### The metal 3 layer

Scale bar: 20 um. Cells faint in the background.
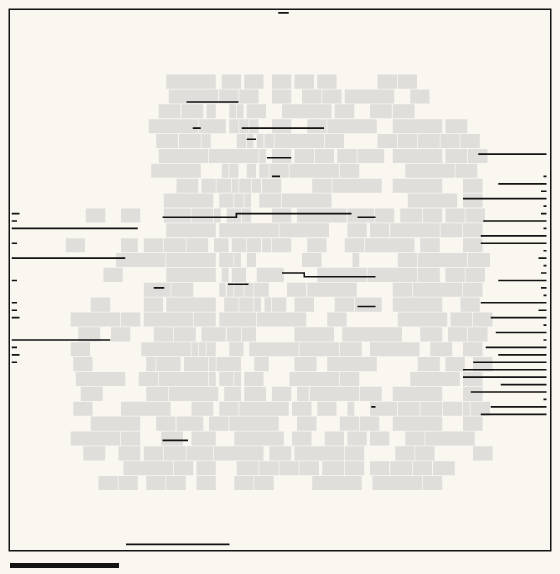
### Signal wires on met4

Supply wires on this layer in gray.
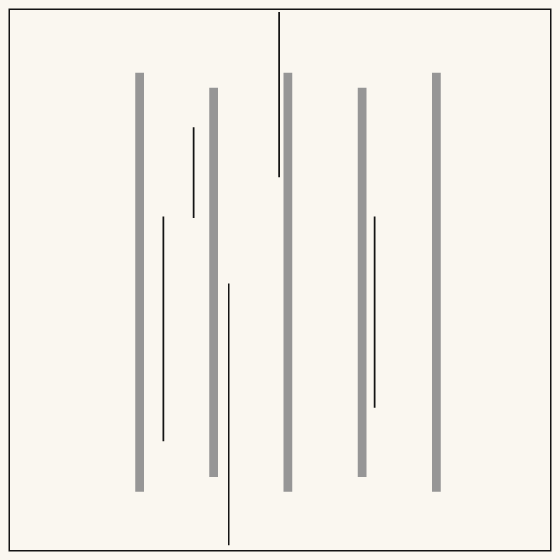
### The clock network

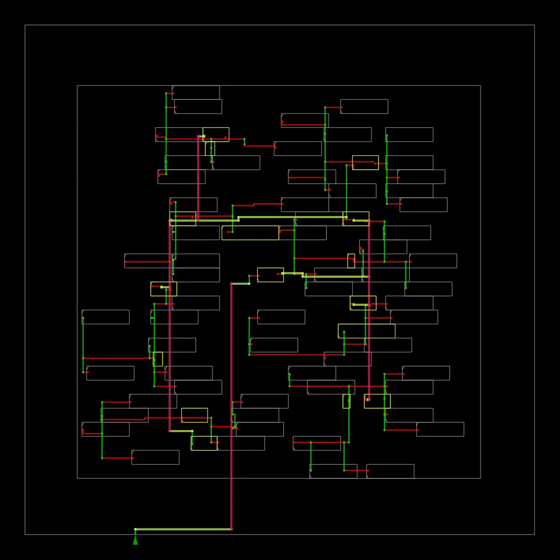
### Metal 2

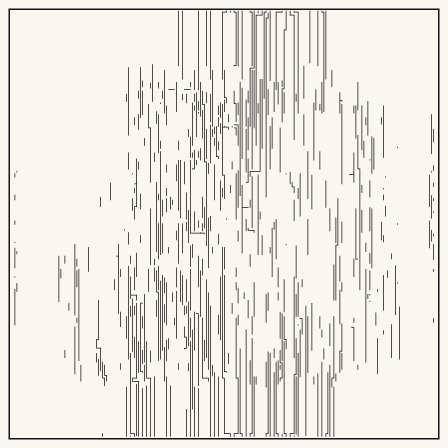
### M1 wires

Scale bar: 20 um. Supply wires on this layer in gray.
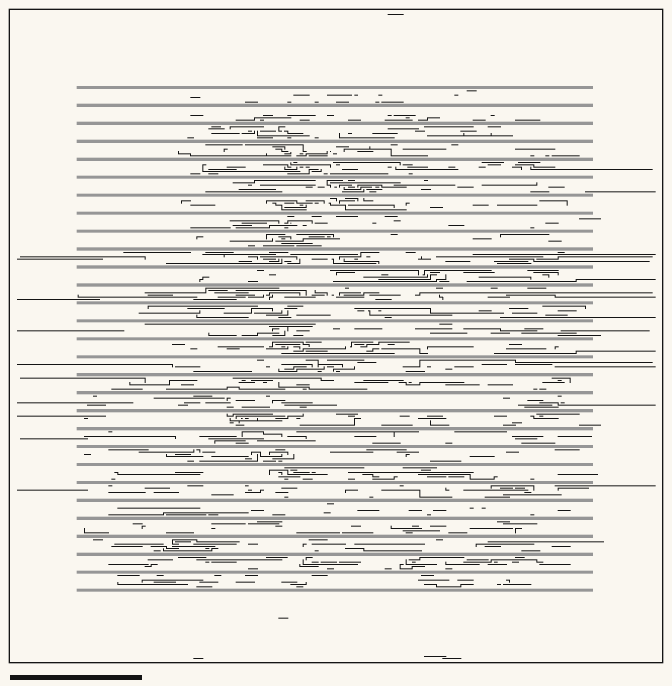
[config.mk]
export PLATFORM = sky130hd
export DESIGN_NAME = framebuffer_arbiter
export DESIGN_NICKNAME = d
export VERILOG_FILES = /design/src/rtl/fb_pkg.sv /design/src/rtl/framebuffer_arbiter_starve.sv /design/src/rtl/framebuffer_arbiter.sv
export SDC_FILE = /design/constraint.sdc
export NUM_CORES = 1
export LEC_CHECK = 0
export CAP_MARGIN = 20
export CORE_MARGIN = 10
export CORE_UTILIZATION = 42
export CTS_CLUSTER_SIZE = 20
export DETAILED_ROUTE_END_ITERATION = 10
export MAX_ROUTING_LAYER = met4
export PLACE_DENSITY = 0.88
export SETUP_SLACK_MARGIN = 0.1
export SYNTH_ARGS = -nofsm -noshare
export SYNTH_HDL_FRONTEND = slang
export SYNTH_SLANG_ARGS = --single-unit
[constraint.sdc]
create_clock -name clk_in -period 2.4 [get_ports clk_in]
set_clock_uncertainty 0.1 [all_clocks]
set_input_delay 0.48 -clock clk_in [delete_from_list [all_inputs] [get_ports clk_in]]
set_output_delay 0.48 -clock clk_in [all_outputs]
set_load 0.02 [all_outputs]
[src/rtl/fb_pkg.sv]
// Shared types and sizes for the framebuffer arbiter and its starvation guard.
package fb_pkg;
  localparam int FB_ADDR_W     = 11;
  localparam int FB_DATA_W     = 16;
  localparam int FB_RD_LATENCY = 2;

  typedef enum logic [1:0] {
    IDLE = 2'd0,
    RD1  = 2'd1,
    RD2  = 2'd2,
    WR   = 2'd3
  } fb_arb_state_t;
endpackage

[src/rtl/framebuffer_arbiter_starve.sv]
// Write-deferral counter: counts read grants taken while a write waits and
// asks for a forced write once WR_STARVE_LIMIT of them have gone by.
module framebuffer_arbiter_starve #(
  parameter int WR_STARVE_LIMIT = 4
) (
  input  logic clk_in,
  input  logic reset,
  input  logic rd_grant_i,
  input  logic wr_grant_i,
  input  logic wr_req_i,
  output logic force_wr_o
);
  localparam logic [3:0] LIMIT = 4'(WR_STARVE_LIMIT);

  logic [3:0] defer_cnt_q, defer_cnt_d;

  // Saturates at LIMIT so the force stays asserted until the write is granted.
  always_comb begin
    defer_cnt_d = defer_cnt_q;
    if (wr_grant_i) begin
      defer_cnt_d = 4'd0;
    end else if (rd_grant_i && wr_req_i && (defer_cnt_q != LIMIT)) begin
      defer_cnt_d = defer_cnt_q + 4'd1;
    end
  end

  always_ff @(posedge clk_in or posedge reset) begin
    if (reset) begin
      defer_cnt_q <= 4'd0;
    end else begin
      defer_cnt_q <= defer_cnt_d;
    end
  end

  assign force_wr_o = (defer_cnt_q == LIMIT);
endmodule

[src/rtl/framebuffer_arbiter.sv]
// Shares the single-port framebuffer RAM between display reads and host writes.
// Define FB_ARB_STARVE_GUARD_EN to bound how long reads may defer a write.
module framebuffer_arbiter
  import fb_pkg::*;
#(
  parameter int WR_STARVE_LIMIT = 4
) (
  input  logic                 reset,
  input  logic                 clk_in,
  input  logic                 disp_req,
  input  logic [FB_ADDR_W-1:0] disp_addr,
  output logic [FB_DATA_W-1:0] disp_data,
  output logic                 disp_valid,
  output logic                 disp_overrun,
  input  logic                 wr_req,
  input  logic [FB_ADDR_W-1:0] wr_addr,
  input  logic [FB_DATA_W-1:0] wr_data,
  output logic                 wr_ack,
  output logic [FB_ADDR_W-1:0] ram_addr,
  output logic [FB_DATA_W-1:0] ram_data_out,
  input  logic [FB_DATA_W-1:0] ram_data_in,
  output logic                 ram_write_enable,
  output logic                 ram_clk_enable,
  output logic                 busy,
  output fb_arb_state_t        dbg_state_o
);
  fb_arb_state_t        state_q;
  logic                 disp_pending_q;
  logic [FB_ADDR_W-1:0] disp_addr_q;
  logic [FB_DATA_W-1:0] disp_data_q;
  logic                 disp_valid_q;
  logic                 disp_overrun_q;
  logic                 wr_ack_q;
  logic [FB_ADDR_W-1:0] ram_addr_q;
  logic [FB_DATA_W-1:0] ram_data_out_q;
  logic                 ram_we_q;
  logic                 ram_ce_q;

  logic                 is_idle;
  logic                 rd_want;
  logic                 force_wr;
  logic                 wr_grant;
  logic                 rd_grant;
  logic [FB_ADDR_W-1:0] rd_addr;

  assign is_idle = (state_q == IDLE);
  assign rd_want = disp_req || disp_pending_q;
  // The wr_ack term keeps a requester still holding wr_req from a second grant.
  assign wr_grant = is_idle && wr_req && (force_wr || (!rd_want && !wr_ack_q));
  assign rd_grant = is_idle && rd_want && !wr_grant;
  assign rd_addr  = disp_pending_q ? disp_addr_q : disp_addr;

`ifdef FB_ARB_STARVE_GUARD_EN
  framebuffer_arbiter_starve #(
    .WR_STARVE_LIMIT(WR_STARVE_LIMIT)
  ) u_starve (
    .clk_in    (clk_in),
    .reset     (reset),
    .rd_grant_i(rd_grant),
    .wr_grant_i(wr_grant),
    .wr_req_i  (wr_req),
    .force_wr_o(force_wr)
  );
`else
  logic unused_starve_limit;
  assign unused_starve_limit = (WR_STARVE_LIMIT > 0);
  assign force_wr = 1'b0;
`endif

  always_ff @(posedge clk_in or posedge reset) begin
    if (reset) begin
      state_q        <= IDLE;
      disp_pending_q <= 1'b0;
      disp_addr_q    <= '0;
      disp_data_q    <= '0;
      disp_valid_q   <= 1'b0;
      disp_overrun_q <= 1'b0;
      wr_ack_q       <= 1'b0;
      ram_addr_q     <= '0;
      ram_data_out_q <= '0;
      ram_we_q       <= 1'b0;
      ram_ce_q       <= 1'b0;
    end else begin
      disp_valid_q <= 1'b0;
      wr_ack_q     <= 1'b0;

      // A request is latched unless it is granted live; a second one is lost.
      if (disp_req && disp_pending_q) begin
        disp_overrun_q <= 1'b1;
      end
      if (disp_req && !disp_pending_q && !rd_grant) begin
        disp_pending_q <= 1'b1;
        disp_addr_q    <= disp_addr;
      end else if (rd_grant) begin
        disp_pending_q <= 1'b0;
      end

      case (state_q)
        IDLE: begin
          if (wr_grant) begin
            ram_addr_q     <= wr_addr;
            ram_data_out_q <= wr_data;
            ram_we_q       <= 1'b1;
            ram_ce_q       <= 1'b1;
            state_q        <= WR;
          end else if (rd_grant) begin
            ram_addr_q <= rd_addr;
            ram_we_q   <= 1'b0;
            ram_ce_q   <= 1'b1;
            state_q    <= RD1;
          end
        end
        RD1: state_q <= RD2;
        RD2: begin
          disp_data_q  <= ram_data_in;
          disp_valid_q <= 1'b1;
          ram_ce_q     <= 1'b0;
          state_q      <= IDLE;
        end
        WR: begin
          ram_we_q <= 1'b0;
          ram_ce_q <= 1'b0;
          wr_ack_q <= 1'b1;
          state_q  <= IDLE;
        end
        default: state_q <= IDLE;
      endcase
    end
  end

  assign disp_data        = disp_data_q;
  assign disp_valid       = disp_valid_q;
  assign disp_overrun     = disp_overrun_q;
  assign wr_ack           = wr_ack_q;
  assign ram_addr         = ram_addr_q;
  assign ram_data_out     = ram_data_out_q;
  assign ram_write_enable = ram_we_q;
  assign ram_clk_enable   = ram_ce_q;
  assign busy             = !is_idle;
  assign dbg_state_o      = state_q;
endmodule

==> out/metrics.yaml <==
status: "finished clean"
dominant_cells: "registers"
stdcell_area_um2: 4020
startpoint_type: "flip-flop"
syn_area_per_cell_um2: 13.9
worst_ep_required_time_ns: 1.82
path_class: "reg2out"
drive_above_1_share: 0.203
post_cts_resized: 1
drt_drc_violations_left: 0
place_hpwl_um: 5490
synth.distinct_cells: 24
slowest_stage: "dfrtp_1"
dieArea_um2: 9760
endpoint_kind: "output port"
synthFlopType: "dfrtp_1"
warning_count: 30
ant_nets: 0
logic_family: "multiplexers"
wl_per_cell_um: 18.0
hold_path_depth: 1
regArea_um2: 1550
antenna_found_initial: 0
worst-path-buf-inv: 3
tns_ns: 0
hold_path_class: "reg2reg"
ys_ff: 62
compound_area_frac: 0.0773
clk_pin_slew_ns: 0.06
synthTopCellsByCount: "dfrtp_1 (62), mux2_2 (37), nand2_1 (12)"
post-route-util: 0.675
adder_share: 0.0240
hold_viol: 0
simple_gate_share: 0.0663
grt_pass1_vias: 2073
seq_share: 0.386
rows: 28
pre_cts_ws_ns: 0.161
nonClkBufAreaFrac: 0.294
leakagePower_nw: 1.71
h-tree-depth: 3
setup_ws_ns: 0.265
Back to the opening pictures, 'The metal 3 layer':
wire length on this layer: 411 um
longest straight run: 22.8 um
share of all routed wire: 5.9%
main direction: horizontal

Back to the opening pictures, 'Signal wires on met4':
share of all routed wire: 2.4%
main direction: vertical
longest straight run: 47.6 um
wire length on this layer: 169 um
nets with wire on the layer: 3

Back to the opening pictures, 'The clock network':
clk ins delay skew pair: 0.34 ns
clock buffers: 12
flip-flops: 62
total CTS buffers: 9
Clk. pwr: 990 uW

Back to the opening pictures, 'Metal 2':
share of all routed wire: 49%
nets with wire on the layer: 336
longest straight run: 41.3 um

Back to the opening pictures, 'M1 wires':
share of all routed wire: 42%
main direction: horizontal
nets with wire on the layer: 328

## power by group
part	switching (mW)	leakage, nW	internal [mW]
logic	1.27	0.850	1.44
clock network	0.380	0.110	0.610
registers	0.279	0.744	1.56
## metal layers
| metal | share of wire | vias up | routed length (um) | track usage |
|---|---|---|---|---|
| met5 | 0 | - | 0 | - |
| met4 | 0.024 | 0 | 169 | 0.0838 |
| met3 | 0.059 | 13 | 411 | 0.0398 |
| met2 | 0.49 | 68 | 3430 | 0.235 |
| met1 | 0.42 | 954 | 2940 | 0.171 |
| li1 | - | 911 | - | - |
Power is estimated from default activity; no workload was simulated.
